===== config.mk =====
export PLATFORM = sky130hd
export DESIGN_NAME = vga_letter_sequencer
export DESIGN_NICKNAME = d
export VERILOG_FILES = /design/src/rtl/vga_letter_sequencer.sv
export SDC_FILE = /design/constraint.sdc
export NUM_CORES = 1
export LEC_CHECK = 0
export ABC_AREA = 1
export ABC_CLOCK_PERIOD_IN_PS = 2700
export CORE_MARGIN = 2
export CORE_UTILIZATION = 40
export DETAILED_ROUTE_END_ITERATION = 10
export SLEW_MARGIN = 0
export SYNTH_ARGS = -nofsm -noshare
export SYNTH_HDL_FRONTEND = slang
export SYNTH_SLANG_ARGS = --single-unit

===== constraint.sdc =====
create_clock -name clk -period 2.7 [get_ports clk]
set_input_delay 0.81 -clock clk [delete_from_list [all_inputs] [get_ports clk]]
set_output_delay 0.81 -clock clk [all_outputs]
set_load 0.02 [all_outputs]

===== src/rtl/vga_letter_sequencer.sv =====
// Letter sequencer for the glyph renderers: message buffer, scrolling window,
// effect-tick generator, timed effect FSM and theme register.
//
//   state    | meaning
//   ---------+-------------------------------------------------
//   S_IDLE   | waiting for start, window blank, steady shown
//   S_STEADY | steady effect, scrolling
//   S_SHINE  | shine effect, scrolling
//   S_AMB    | ambient-fade effect, scrolling
module vga_letter_sequencer #(
  parameter int TICK_DIV     = 2500000,
  parameter int MSG_DEPTH    = 16,
  parameter int WIN          = 4,
  parameter int STEADY_TICKS = 20,
  parameter int SHINE_TICKS  = 8,
  parameter int AMB_TICKS    = 16,
  parameter int SCROLL_TICKS = 5
) (
  input  logic                         clk,
  input  logic                         rst,
  input  logic                         start,
  input  logic                         stop,
  input  logic                         theme_next,
  input  logic                         wr_en,
  input  logic [$clog2(MSG_DEPTH)-1:0] wr_addr,
  input  logic [4:0]                   wr_data,
  input  logic [4:0]                   msg_len,
  output logic [5*WIN-1:0]             letters,
  output logic [3:0]                   theme,
  output logic                         steady,
  output logic                         shine,
  output logic                         ambiant,
  output logic                         valid,
  output logic                         busy,
  output logic                         frame_done
);

  localparam int AW = $clog2(MSG_DEPTH);
  localparam int LW = AW + 1;
  localparam int TW = (TICK_DIV > 1) ? $clog2(TICK_DIV) : 1;
  localparam int PW = 8;
  localparam int SW = 8;
  localparam logic [4:0] BLANK = 5'd31;
  localparam logic [5:0] DEPTH6 = 6'(MSG_DEPTH);

  typedef enum logic [1:0] {S_IDLE, S_STEADY, S_SHINE, S_AMB} state_t;

  state_t          state, state_d;
  logic [PW-1:0]   phase, phase_d;
  logic [TW-1:0]   tick_cnt;
  logic [SW-1:0]   scroll_cnt;
  logic [AW-1:0]   pos;
  logic [LW-1:0]   len, len_in;
  logic [4:0]      mem [MSG_DEPTH];
  logic [5*WIN-1:0] window;
  logic            running, accept;

  assign running = (state != S_IDLE);
  assign busy    = running;
  // stop has priority over start, even in IDLE
  assign accept  = (state == S_IDLE) && start && !stop && (msg_len != 5'd0);

  function automatic logic [PW-1:0] phase_last(state_t s);
    case (s)
      S_STEADY: return PW'(STEADY_TICKS - 1);
      S_SHINE:  return PW'(SHINE_TICKS - 1);
      default:  return PW'(AMB_TICKS - 1);
    endcase
  endfunction

  // Clamp requested length to the buffer depth
  always_comb begin
    len_in = LW'(MSG_DEPTH);
    if ({1'b0, msg_len} <= DEPTH6) len_in = LW'(msg_len);
  end

  // State and phase registers
  always_ff @(posedge clk or posedge rst) begin
    if (rst) begin
      state <= S_IDLE;
      phase <= '0;
    end else begin
      state <= state_d;
      phase <= phase_d;
    end
  end

  // Next-state logic: effect phases advance on each tick
  always_comb begin
    state_d = state;
    phase_d = phase;
    if (!running) begin
      phase_d = '0;
      if (accept) state_d = S_STEADY;
    end else if (stop) begin
      state_d = S_IDLE;
      phase_d = '0;
    end else if (valid) begin
      if (phase == phase_last(state)) begin
        phase_d = '0;
        case (state)
          S_STEADY: state_d = S_SHINE;
          S_SHINE:  state_d = S_AMB;
          default:  state_d = S_STEADY;
        endcase
      end else begin
        phase_d = phase + PW'(1);
      end
    end
  end

  // Tick divider: valid follows the terminal count by one cycle
  always_ff @(posedge clk or posedge rst) begin
    if (rst) begin
      tick_cnt <= '0;
      valid    <= 1'b0;
    end else if (!running || stop) begin
      tick_cnt <= '0;
      valid    <= 1'b0;
    end else begin
      valid    <= (tick_cnt == TW'(TICK_DIV - 1));
      tick_cnt <= (tick_cnt == TW'(TICK_DIV - 1)) ? '0 : tick_cnt + TW'(1);
    end
  end

  // Scroll position, message length latch and wrap pulse
  always_ff @(posedge clk or posedge rst) begin
    if (rst) begin
      scroll_cnt <= '0;
      pos        <= '0;
      len        <= '0;
      frame_done <= 1'b0;
    end else begin
      frame_done <= 1'b0;
      if (accept) begin
        len        <= len_in;
        pos        <= '0;
        scroll_cnt <= '0;
      end else if (!running || stop) begin
        pos        <= '0;
        scroll_cnt <= '0;
      end else if (valid) begin
        if (scroll_cnt == SW'(SCROLL_TICKS - 1)) begin
          scroll_cnt <= '0;
          if (({1'b0, pos} + LW'(1)) >= len) begin
            pos        <= '0;
            frame_done <= 1'b1;
          end else begin
            pos <= pos + AW'(1);
          end
        end else begin
          scroll_cnt <= scroll_cnt + SW'(1);
        end
      end
    end
  end

  // Message memory, writable in every state, not reset
  always_ff @(posedge clk) begin
    if (wr_en) mem[wr_addr] <= wr_data;
  end

  // Window gather; pos+k < 2*len so one conditional subtract gives the modulo
  always_comb begin
    logic [LW-1:0] idx;
    idx    = '0;
    window = {WIN{BLANK}};
    for (int k = 0; k < WIN; k++) begin
      idx = {1'b0, pos} + LW'(k);
      if (idx >= len) idx = idx - len;
      if (LW'(k) < len) window[5*k +: 5] = mem[idx[AW-1:0]];
    end
  end

  // Registered window and effect controls (one cycle behind state)
  always_ff @(posedge clk or posedge rst) begin
    if (rst) begin
      letters <= {WIN{BLANK}};
      steady  <= 1'b1;
      shine   <= 1'b0;
      ambiant <= 1'b0;
    end else begin
      letters <= running ? window : {WIN{BLANK}};
      steady  <= (state == S_STEADY) || (state == S_IDLE);
      shine   <= (state == S_SHINE);
      ambiant <= (state == S_AMB);
    end
  end

  // Theme cycles 0 -> 1 -> 2 -> 0, independent of the sequencer state
  always_ff @(posedge clk or posedge rst) begin
    if (rst) begin
      theme <= 4'd0;
    end else if (theme_next) begin
      theme <= (theme == 4'd2) ? 4'd0 : theme + 4'd1;
    end
  end

endmodule

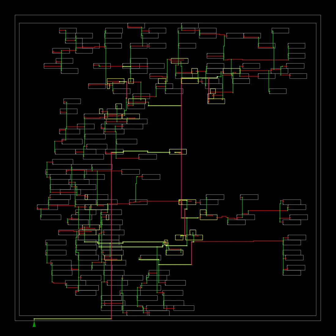
(the clock network)
clock skew: 0.0183 ns
# clk buffers: 18
Sink Count: 158
Num CTS Buffers: 17
Seq cells: 158

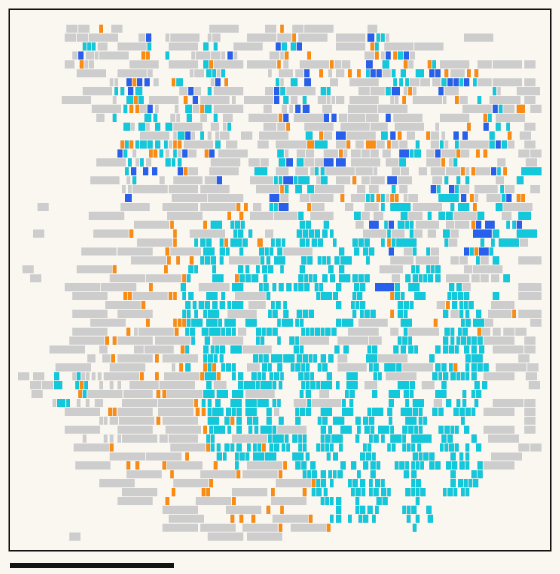
(gate-type map)
Scale bar: 50 um.
Cyan shows nand cells, cells 791. Blue shows aoi and oai cells, cells 77. Orange shows inv cells, cells 167, where spread over the die.

==> impl_metrics.env <==
# yosys + openroad results
export IMPL_postCtsHoldBufs=0
export IMPL_yosysWarnings=0
export IMPL_drt_iter0_markers=1497
export IMPL_crit_reg2reg_launch="pos[1]$_DFFE_PP0P_"
export IMPL_final_common_cell="nand2_1"
export IMPL_synthXorXnorAreaFrac=0.0178
export IMPL_clk_latency_ns=0.43
export IMPL_cts_root_buffer="clkbuf_16"
export IMPL_lay_top_cells="nand2_1, nand3_1, inv_1"
export IMPL_cts_resized=10
export IMPL_yosys_cells=1404
export IMPL_drt_met1_wl_um=15400
export IMPL_wl_per_cell_um=19.2
export IMPL_grt_busiest_layer="met1"
export IMPL_ys_seq_frac=0.423
export IMPL_synth_avg_cell_area_um2=7.37
export IMPL_endpoint_kind="flip-flop"
export IMPL_cts_reportedPaths_clkPinSlew_ns=0.07
export IMPL_yosys_most_used_dff="edfxtp_1"
export IMPL_min_from="tick_cnt[0]$_DFF_PP0_"
export IMPL_outcome="finished, final reports clean"
export IMPL_hold_path_class="flip-flop to flip-flop"
export IMPL_p_clk_frac=0.132
export IMPL_yosysTopAreaCellShare=0.232
export IMPL_antenna_found_initial=0
export IMPL_layout_cells_non_filler=1867
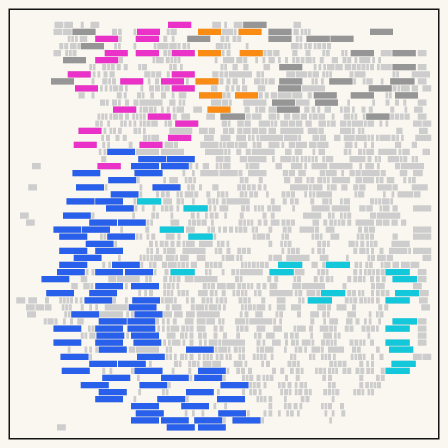
(where the registers sit)
Orange shows scroll_cnt, sequential cells 8, where top middle. Cyan shows letters, sequential cells 20. Magenta shows tick_cnt, sequential cells 22. Blue shows mem, sequential cells 80.
Final Util: 0.523
flop share of the area: 0.332
Seq group: 2.97 mW

-- flip-flops by register name (all words and copies together) (netlist names), 2 cells and up --
signal,flops
tick_cnt,22
pos,4
scroll_cnt,8
phase,8
mem,80
len,5
letters,20
theme,4
state,2
-- cells by family after synthesis --
family / count (synthesis)
DFF: 158
buffers and inverters: 220
xor gates and xnor gates: 21
and+or+nand+nor: 893
AOI/OAI and AO/OA: 79
adders and majority gates: 33
-- cell type report --
type                       instances  area (um2)  share of cell area
clock buffer                      18         429              0.0325
clock inverter                    14         108             0.00815
inverter                         167         639              0.0484
multi-input combinational       1027        5600               0.424
sequential                       158        4380               0.332
tap                              330         413              0.0313
timing repair buffer             153        1630               0.123
Power is estimated from default activity; no workload was simulated.
